Design card_dealer, sky130hd; sources not shown.
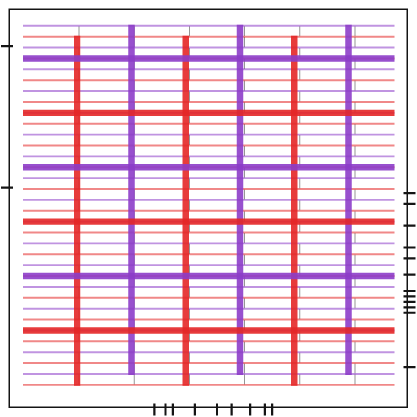
Fig. 1. Power grid.
(4 px per um) Pins as bars on the die edge. Tap cells in gray.
[VSS] red
[VDD] purple
tap cells: 105
met4 straps: 6
met5 straps: 6
signal pins: 23
met1 rails: 34
Core Area: 8340 um2
Peak VDD IR: 0.419 mV
Die X: 99.2 um
die height: 99.2 um

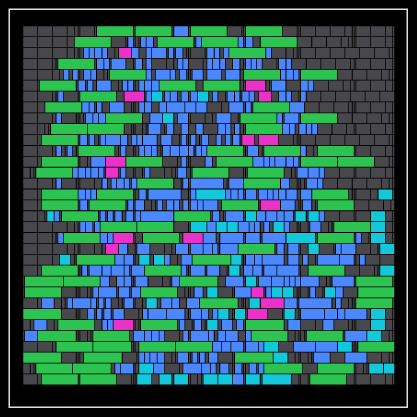
Fig. 2. Cell classes on the final placement.
(4 px per um) Fill, decap, tap and diode cells in gray.
[sequential cells] green | cells: 93 | share of their area: 45%
[combinational and other logic] blue | cells: 364 | share of their area: 43%
[remaining buffers and delay cells] cyan | cells: 52 | share of their area: 9.1%
[clock drivers and dummy loads] magenta | cells: 16 | share of their area: 3.7%
final core utilization: 64.6%
flop share of the area: 43.5%
Rows: 33
Final Cell Area: 5390 um2

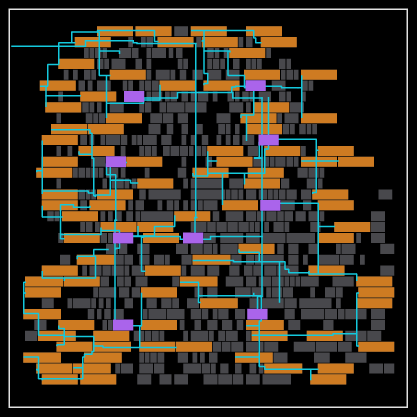
Fig. 3. Routed clock nets over the placement.
(4 px per um)
[flip-flops] orange | count: 93
[clock wires] cyan | length: 1,110 um
[clock drivers] purple | count: 9
flops lie: spread over the die
routed clock nets: 10
Skew-Pair Late Insertion Delay: 370 ps
Clk pwr share: 21.7%
power in the clock group: 840 uW

==> results.sh <==
# implementation run metrics
export IMPL_outcome="complete, no violations"
export IMPL_first_pass_iters=6
export IMPL_vias_per_cell=5.93
export IMPL_min_period_ps=2720
export IMPL_power_density_nw_per_um2=719
export IMPL_syn_inst=487
export IMPL_met2WireLength_mm=4.94
export IMPL_synth_flops=93
export IMPL_drcViolationCount=0
export IMPL_most_common_cell="nor2_1"
export IMPL_path_depth=10
export IMPL_hp_class="in -> async"
export IMPL_path_clk_slew_ps=100
export IMPL_setup_viol_count_final=0
export IMPL_root_buffer="clkbuf_8"
export IMPL_wire_per_inst_um=17.0
export IMPL_fill_cells=659
export IMPL_common_cells="nor2_1, dfrtp_1, a21oi_1, nand2_1, inv_1"
export IMPL_place_area_um2=5160
export IMPL_hold_viol=0
export IMPL_adder_share_pct=3.63
export IMPL_cts_max_path_buffers=2
export IMPL_top_usage_layer="met1"
export IMPL_drt_iter0_drc=363
export IMPL_p_total_uw=3870
export IMPL_nonClkBufAreaFrac_pct=8.87
export IMPL_flop_cell="dfrtp_1"
export IMPL_tool_warnings=34
export IMPL_rrSetupSlack_ps=180
export IMPL_cts_tree="done"
export IMPL_cp_max_fo=18
No activity file was given, so power comes from the tool's default toggle rates.
